### config.mk
export PLATFORM = sky130hd
export DESIGN_NAME = ps_window_sum
export DESIGN_NICKNAME = d
export VERILOG_FILES = /design/src/rtl/ps_window_sum_pkg.sv /design/src/rtl/ps_window_sum_delay_ram.sv /design/src/rtl/ps_window_sum.sv
export SDC_FILE = /design/constraint.sdc
export NUM_CORES = 1
export LEC_CHECK = 0
export ABC_CLOCK_PERIOD_IN_PS = 9650
export CAP_MARGIN = 5
export CORE_UTILIZATION = 60
export CTS_BUF_LIST = sky130_fd_sc_hd__clkbuf_8
export DETAILED_ROUTE_END_ITERATION = 16
export PLACE_DENSITY = 0.74
export SLEW_MARGIN = 20
export SYNTH_ARGS = -nofsm -noshare
export SYNTH_HDL_FRONTEND = slang
export SYNTH_SLANG_ARGS = --single-unit
### constraint.sdc
create_clock -name clk -period 9.65 [get_ports clk]
set_clock_uncertainty 0.1 [all_clocks]
set_input_delay 1.4475 -clock clk [delete_from_list [all_inputs] [get_ports clk]]
set_output_delay 1.4475 -clock clk [all_outputs]
set_load 0.05 [all_outputs]
### src/rtl/ps_window_sum_pkg.sv
// ps_pkg: shared constants, types and helpers for the windowed power path.
//   PS_DATA_W      default width of a squared sample
//   PS_WINDOW_LEN  default window length (power of two, >= 2)
//   ps_sum_width() accumulator width that cannot overflow for a full window
//   ps_sample_t    squared-sample word at the default width
package ps_pkg;

    localparam int PS_DATA_W     = 64;
    localparam int PS_WINDOW_LEN = 16;

    typedef logic [PS_DATA_W-1:0] ps_sample_t;

    // A window of N samples needs log2(N) extra bits above the sample width.
    function automatic int ps_sum_width(input int data_w, input int window_len);
        return data_w + $clog2(window_len);
    endfunction

endpackage

### src/rtl/ps_window_sum_delay_ram.sv
// ps_delay_ram: WINDOW_LEN x DATA_W circular delay buffer.
//   clk      clock
//   i_we     write enable (synchronous write)
//   i_addr   shared read/write address
//   i_wdata  write data
//   o_rdata  asynchronous read of the entry at i_addr (value before the write)
// No reset: the consumer never uses an entry before it has been written.
module ps_delay_ram #(
    parameter int DATA_W     = 64,
    parameter int WINDOW_LEN = 16,
    localparam int ADDR_W    = $clog2(WINDOW_LEN)
) (
    input  logic              clk,
    input  logic              i_we,
    input  logic [ADDR_W-1:0] i_addr,
    input  logic [DATA_W-1:0] i_wdata,
    output logic [DATA_W-1:0] o_rdata
);

    logic [DATA_W-1:0] r_mem [WINDOW_LEN];

    always_ff @(posedge clk) begin
        if (i_we) r_mem[i_addr] <= i_wdata;
    end

    assign o_rdata = r_mem[i_addr];

endmodule

### src/rtl/ps_window_sum.sv
// ps_window_sum: running sum of the last WINDOW_LEN squared samples.
//   clk, rst     clock, synchronous active-high reset
//   clr          synchronous window flush (drops a coincident sample)
//   din          squared sample (nonnegative, treated as unsigned)
//   din_valid    sample strobe, one sample per cycle, no backpressure
//   sum          registered window sum, updated one cycle after din_valid
//   sum_valid    one-cycle pulse per update while the window is full
//   window_full  level, high once WINDOW_LEN samples accepted since rst/clr
// Optional (macro PS_SUM_THRESH_EN):
//   thresh       comparison threshold
//   alarm        registered (sum > thresh), refreshed only with sum_valid
module ps_window_sum
    import ps_pkg::*;
#(
    parameter int DATA_W     = PS_DATA_W,
    parameter int WINDOW_LEN = PS_WINDOW_LEN,
    localparam int ADDR_W    = $clog2(WINDOW_LEN),
    localparam int SUM_W     = ps_sum_width(DATA_W, WINDOW_LEN)
) (
    input  logic                     clk,
    input  logic                     rst,
    input  logic                     clr,
    input  logic signed [DATA_W-1:0] din,
    input  logic                     din_valid,
    output logic        [SUM_W-1:0]  sum,
    output logic                     sum_valid,
    output logic                     window_full
`ifdef PS_SUM_THRESH_EN
    ,
    input  logic        [SUM_W-1:0]  thresh,
    output logic                     alarm
`endif
);

    localparam logic [ADDR_W:0] CNT_FULL = (ADDR_W+1)'(WINDOW_LEN);
    localparam logic [ADDR_W:0] CNT_LAST = (ADDR_W+1)'(WINDOW_LEN - 1);

    logic [ADDR_W-1:0] r_wr_ptr;
    logic [ADDR_W:0]   r_count;
    logic [SUM_W-1:0]  r_sum;
    logic              r_sum_valid;
    logic              r_full;

    logic              w_accept;
    logic [DATA_W-1:0] w_oldest;
    logic [SUM_W-1:0]  w_din_ext;
    logic [SUM_W-1:0]  w_sub;
    logic [SUM_W-1:0]  w_sum_next;
    logic              w_post_full;

    // clr drops the coincident sample, so it must also block the buffer write.
    assign w_accept = din_valid && !rst && !clr;

    ps_delay_ram #(
        .DATA_W     (DATA_W),
        .WINDOW_LEN (WINDOW_LEN)
    ) u_ram (
        .clk     (clk),
        .i_we    (w_accept),
        .i_addr  (r_wr_ptr),
        .i_wdata ($unsigned(din)),
        .o_rdata (w_oldest)
    );

    assign w_din_ext   = {{ADDR_W{1'b0}}, $unsigned(din)};
    // Buffer is never cleared; until full the entry under wr_ptr is stale.
    assign w_sub       = r_full ? {{ADDR_W{1'b0}}, w_oldest} : '0;
    assign w_sum_next  = r_sum + w_din_ext - w_sub;
    // Post-update count reaches WINDOW_LEN on the filling sample and stays there.
    assign w_post_full = (r_count >= CNT_LAST);

    always_ff @(posedge clk) begin
        if (rst || clr) begin
            r_wr_ptr    <= '0;
            r_count     <= '0;
            r_sum       <= '0;
            r_sum_valid <= 1'b0;
            r_full      <= 1'b0;
        end else begin
            r_sum_valid <= 1'b0;
            if (din_valid) begin
                r_sum       <= w_sum_next;
                r_wr_ptr    <= r_wr_ptr + 1'b1;
                r_count     <= (r_count == CNT_FULL) ? CNT_FULL : r_count + 1'b1;
                r_sum_valid <= w_post_full;
                if (w_post_full) r_full <= 1'b1;
            end
        end
    end

    assign sum         = r_sum;
    assign sum_valid   = r_sum_valid;
    assign window_full = r_full;

`ifdef PS_SUM_THRESH_EN
    logic r_alarm;

    always_ff @(posedge clk) begin
        if (rst || clr)                   r_alarm <= 1'b0;
        else if (din_valid && w_post_full) r_alarm <= (w_sum_next > thresh);
    end

    assign alarm = r_alarm;
`endif

endmodule

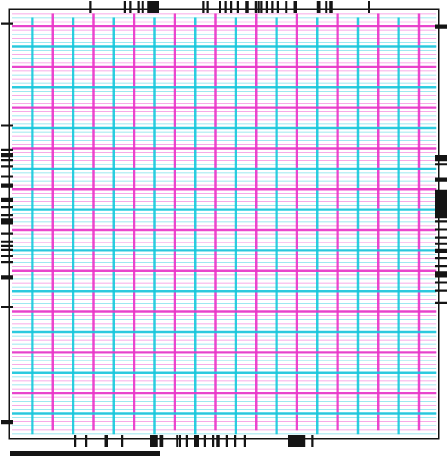
Figure 1: run 1, supply network.
Bar = 100 µm. Pins as bars on the die edge.
legend:
  VSS:
    colour: cyan
  VDD:
    colour: magenta
met4 straps: 20
rows: 103
signal pins: 138
met1 rails: 104
core area: 0.07926 mm²
die outline height: 285.5 µm
Peak VDD IR: 0.1655 mV
Horiz. Die Dim: 285.5 µm

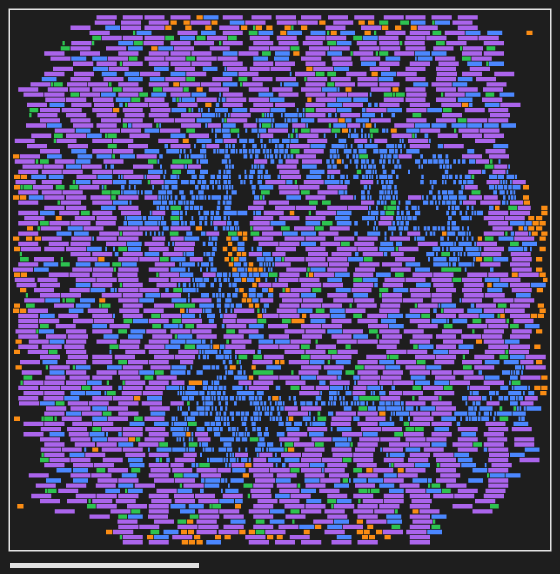
Figure 2: run 1, placed cells, one colour a class.
Bar = 100 µm.
legend:
  other buffers and delay cells:
    colour: orange
    cells: 187
  clock drivers and dummy loads:
    colour: green
    cells: 322
  flops:
    colour: purple
    cells: 1107
  combinational and other logic:
    colour: blue
    cells: 1502
number of rows created at floorplan: 103
sequential portion of the cell area: 59.93%
final instance area: 0.05411 mm²

==> flow_summary.yaml, run 1 <==
# flow metrics
outcome:
  outcome: "finished, final reports clean"
route:
  route.detailed.vias_per_inst: 6.332
  drt.antenna.violating_nets: 0
  met3_length_mm: 10.09
  drt_drc_violations_left: 0
  route.layer.met1.wl_mm: 45.14
pwr:
  power_frac_comb_pct: 13.0
  power.switching_mw: 2.704
  fin_total_pwr_mw: 10.39
  largestPowerGroup: "registers"
  seq_power_share_pct: 51.3
  pwr_cell_area_mw_per_mm2: 192.1
  p_leak_nw: 18.29
yosys:
  yosys.cell_count.top_type: "sky130_fd_sc_hd__edfxtp_1"
  netlist.top_cell.by_area: "sky130_fd_sc_hd__edfxtp_1"
  sequential_to_total_area_share_from_yosys_stat_pct: 67.23
  syn_inst: 2735
  synth_xor_xnor_area_share_pct: 0.9993
  synth.yosys.warnings: 0
  ys_cells: 2735
  syn-cell-area_mm2: 0.04821
  area_leaders: "sky130_fd_sc_hd__edfxtp_1 (64%), sky130_fd_sc_hd__mux4_2 (15%), sky130_fd_sc_hd__dfxtp_1 (3.4%)"
  adder_share_pct: 4.604
  proportion_of_synthesized_area_in_mux_cells_pct: 15.78
final_layout:
  instances_no_fill: 4170
  fin_nets: 3179
  clock_buffers: 181
  final.signal_inverter_count: 270
  syn_to_final_growth_pct: 12.25
  postLayoutCoreUtil_pct: 68.27
  regMostFlops: "u_ram.r_mem"
  buf_share_pct: 3.270
  fillCellCount: 5145
setup_path:
  critical_path_peak_fanout: 40
  critical_path.endpoint: "sum[46]"
  cp_cell_sequence: "buf_4, mux4_2, mux4_2, and2_1, fa_1, inv_1, ha_1, nand2_1, o21ai_0, a211oi_1, a2111o_1, a21oi_1, o2111ai_2, a211oi_1, o21ai_0, a32o_1"
  regToRegEndpoint: "sum[46]"
  crit_type: "flip-flop to flip-flop"
  path_buffers: 2
  worstSetupStartpointType: "flip-flop"
  critPathMaxStageDelay_ns: 0.87
  timing.critical_path.slowest_stage_cell: "sky130_fd_sc_hd__dfxtp_4"
  worstPathArrival_ns: 7.44
  worst-r2r-setup-slack_ns: 2.80
  worst-endpoint-required_ns: 10.24
placement:
  placement.io_buffers: 137
  place_congestion: 0.9385
  dp.final_hpwl_mm: 66.21
  numPlacedInstances: 3846
  place_ws_ns: 2.830
final_timing:
  fin_crit_ns: 6.853
  final.period_utilization_pct: 71.02
  finalSetupTns_ns: 0
  setup_viol: 0
  worst-slew-pin-transition_ns: 1.089
  final.setup.worst_slack_ns: 2.797
cts:
  hold_bufs_at_cts: 0
  cts_repair_resize_count: 0
  cts_sinks: 1107
  ctsLongestPathBuffers: 3
  tritoncts: "built"
grt:
  global_route.usage.met3_pct: 5.223
  globalRouteMet1Util_pct: 40.59
  grt.busiest_layer: "met2"
die:
  floorplan.die_area_mm2: 0.08148
  fp-utilization_pct: 60.82
  well_tap_count: 1050
run:
  openroad.warnings: 33
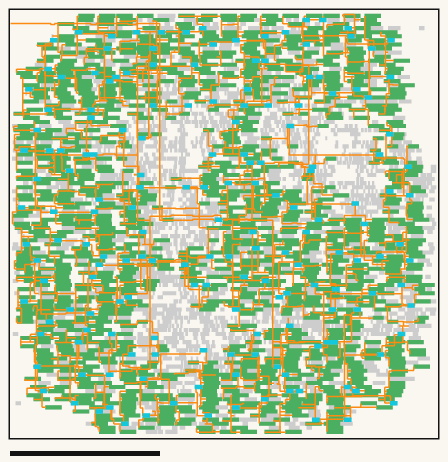
Figure 3: run 1, routed clock nets over the placement.
Bar = 100 µm.
legend:
  flip-flops:
    colour: green
    count: 1107
  clock drivers:
    colour: cyan
    count: 174
  clock wires:
    colour: orange
    length: 12600 µm
routed clock nets: 175
flops lie: all over the die
clock network power: 3.71 mW
Clock Power Share: 35.7%
insertion delay to the later sink of the worst-skew pair: 0.83 ns

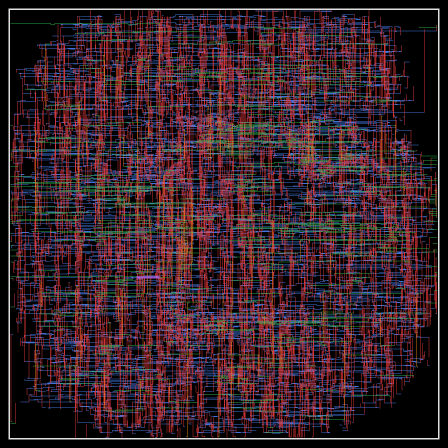
Figure 4: run 1, routed metal, one colour a layer.
legend:
  metal 3:
    colour: green
    wire_length: 10100 µm
  metal 1:
    colour: blue
    wire_length: 45.1 mm
  metal 5:
    colour: purple
    wire_length: 13.8 µm
  metal 4:
    colour: orange
    wire_length: 2980 µm
  metal 2:
    colour: red
    wire_length: 57.3 mm
via count: 26400
Detailed Route WL: 115.5 mm
routed length per placed instance: 27.70 µm
total global-route track usage: 29.03%

## Run 2: what changed since run 1
--- a/config.mk
+++ b/config.mk
@@ -5,12 +5,12 @@
 export SDC_FILE = /design/constraint.sdc
 export NUM_CORES = 1
 export LEC_CHECK = 0
-export ABC_CLOCK_PERIOD_IN_PS = 9650
+export ABC_CLOCK_PERIOD_IN_PS = 6000
 export CAP_MARGIN = 5
-export CORE_UTILIZATION = 60
+export CORE_UTILIZATION = 58
 export CTS_BUF_LIST = sky130_fd_sc_hd__clkbuf_8
 export DETAILED_ROUTE_END_ITERATION = 16
-export PLACE_DENSITY = 0.74
+export PLACE_DENSITY = 0.75
 export SLEW_MARGIN = 20
 export SYNTH_ARGS = -nofsm -noshare
 export SYNTH_HDL_FRONTEND = slang
==> constraint.sdc (replaced) <==
create_clock -name clk -period 6 [get_ports clk]
set_clock_uncertainty 0.1 [all_clocks]
set_input_delay 0.9 -clock clk [delete_from_list [all_inputs] [get_ports clk]]
set_output_delay 0.9 -clock clk [all_outputs]
set_load 0.05 [all_outputs]
==> run 2 against run 1 <==
Critical path depth unchanged; synthesized area stayed put; register-to-register slack worse by 2.6 ns; worst hold slack better by 0.045 ns; setup slack lost 2.6 ns; utilization fell by 1.5 points; total power rose by 62%; highest routed layer unchanged.
==> flow_summary.yaml, run 2 <==
# flow metrics
setup_path:
  critical_path_peak_fanout: 36
  worstPathArrival_ns: 6.41
  critical_path.endpoint: "sum[56]"
  path_buffers: 2
  regToRegEndpoint: "sum[56]"
  timing.critical_path.slowest_stage_cell: "sky130_fd_sc_hd__o41ai_1"
final_layout:
  fin_nets: 3233
  final.signal_inverter_count: 270
  fillCellCount: 5248
  syn_to_final_growth_pct: 13.78
  buf_share_pct: 4.403
yosys:
  adder_share_pct: 4.604
  ys_cells: 2735
  area_leaders: "sky130_fd_sc_hd__edfxtp_1 (64%), sky130_fd_sc_hd__mux4_2 (15%), sky130_fd_sc_hd__dfxtp_1 (3.4%)"
  syn-cell-area_mm2: 0.04821
  synth.yosys.warnings: 0
  yosys.cell_count.top_type: "sky130_fd_sc_hd__edfxtp_1"
  synth_xor_xnor_area_share_pct: 0.9993
  syn_inst: 2735
placement:
  placement.io_buffers: 137
  dp.final_hpwl_mm: 69.06
  place_ws_ns: 0.1850
final_timing:
  worst-slew-pin-transition_ns: 1.096
  final.setup.worst_slack_ns: 0.1891
  fin_crit_ns: 5.811
pwr:
  largestPowerGroup: "registers"
  worst_ir_drop_vdd_mv: 0.2028
  power.switching_mw: 4.368
  seq_power_share_pct: 50.9
  power_frac_comb_pct: 13.2
  p_leak_nw: 18.57
route:
  drt.antenna.violating_nets: 0
  route.layer.met1.wl_mm: 47.62
  met3_length_mm: 10.24
  detail_route.wl_per_cell_um: 27.64
  route.detailed.vias_per_inst: 6.333
  drt_drc_violations_left: 0
  finalWirelength_mm: 117.2
  via_count: 26850
grt:
  grt.busiest_layer: "met2"
  global_route.usage.met3_pct: 5.277
cts:
  ctsLongestPathBuffers: 3
  cts_sinks: 1107
  tritoncts: "built"
  hold_bufs_at_cts: 0
die:
  fp.dieW_um: 290.3
  well_tap_count: 1070
  die_y_um: 290.3
  fp-utilization_pct: 58.71
run:
  openroad.warnings: 32
outcome:
  outcome: "finished, final reports clean"
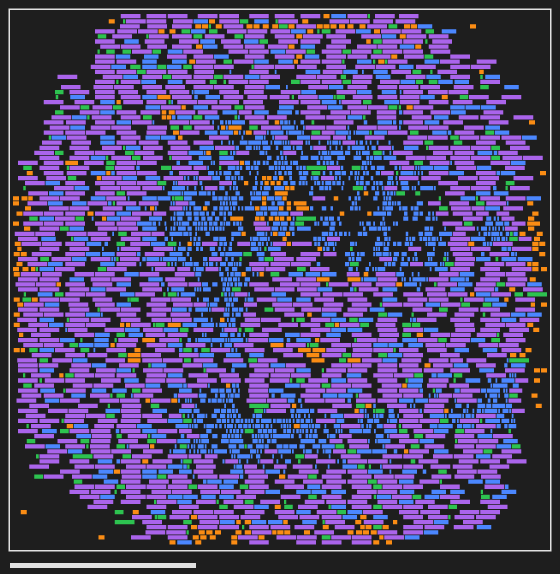
Figure 5: run 2, placed cells, one colour a class.
Bar = 100 µm.
legend:
  clock drivers and dummy loads:
    colour: green
    cells: 316
  other buffers and delay cells:
    colour: orange
    cells: 243
  combinational and other logic:
    colour: blue
    cells: 1502
  flops:
    colour: purple
    cells: 1107
final instance area: 0.05485 mm²
sequential portion of the cell area: 59.12%
Layout Utilization: 66.80%
core area: 0.08211 mm²
number of rows created at floorplan: 105

No activity file was given, so power comes from the tool's default toggle rates.
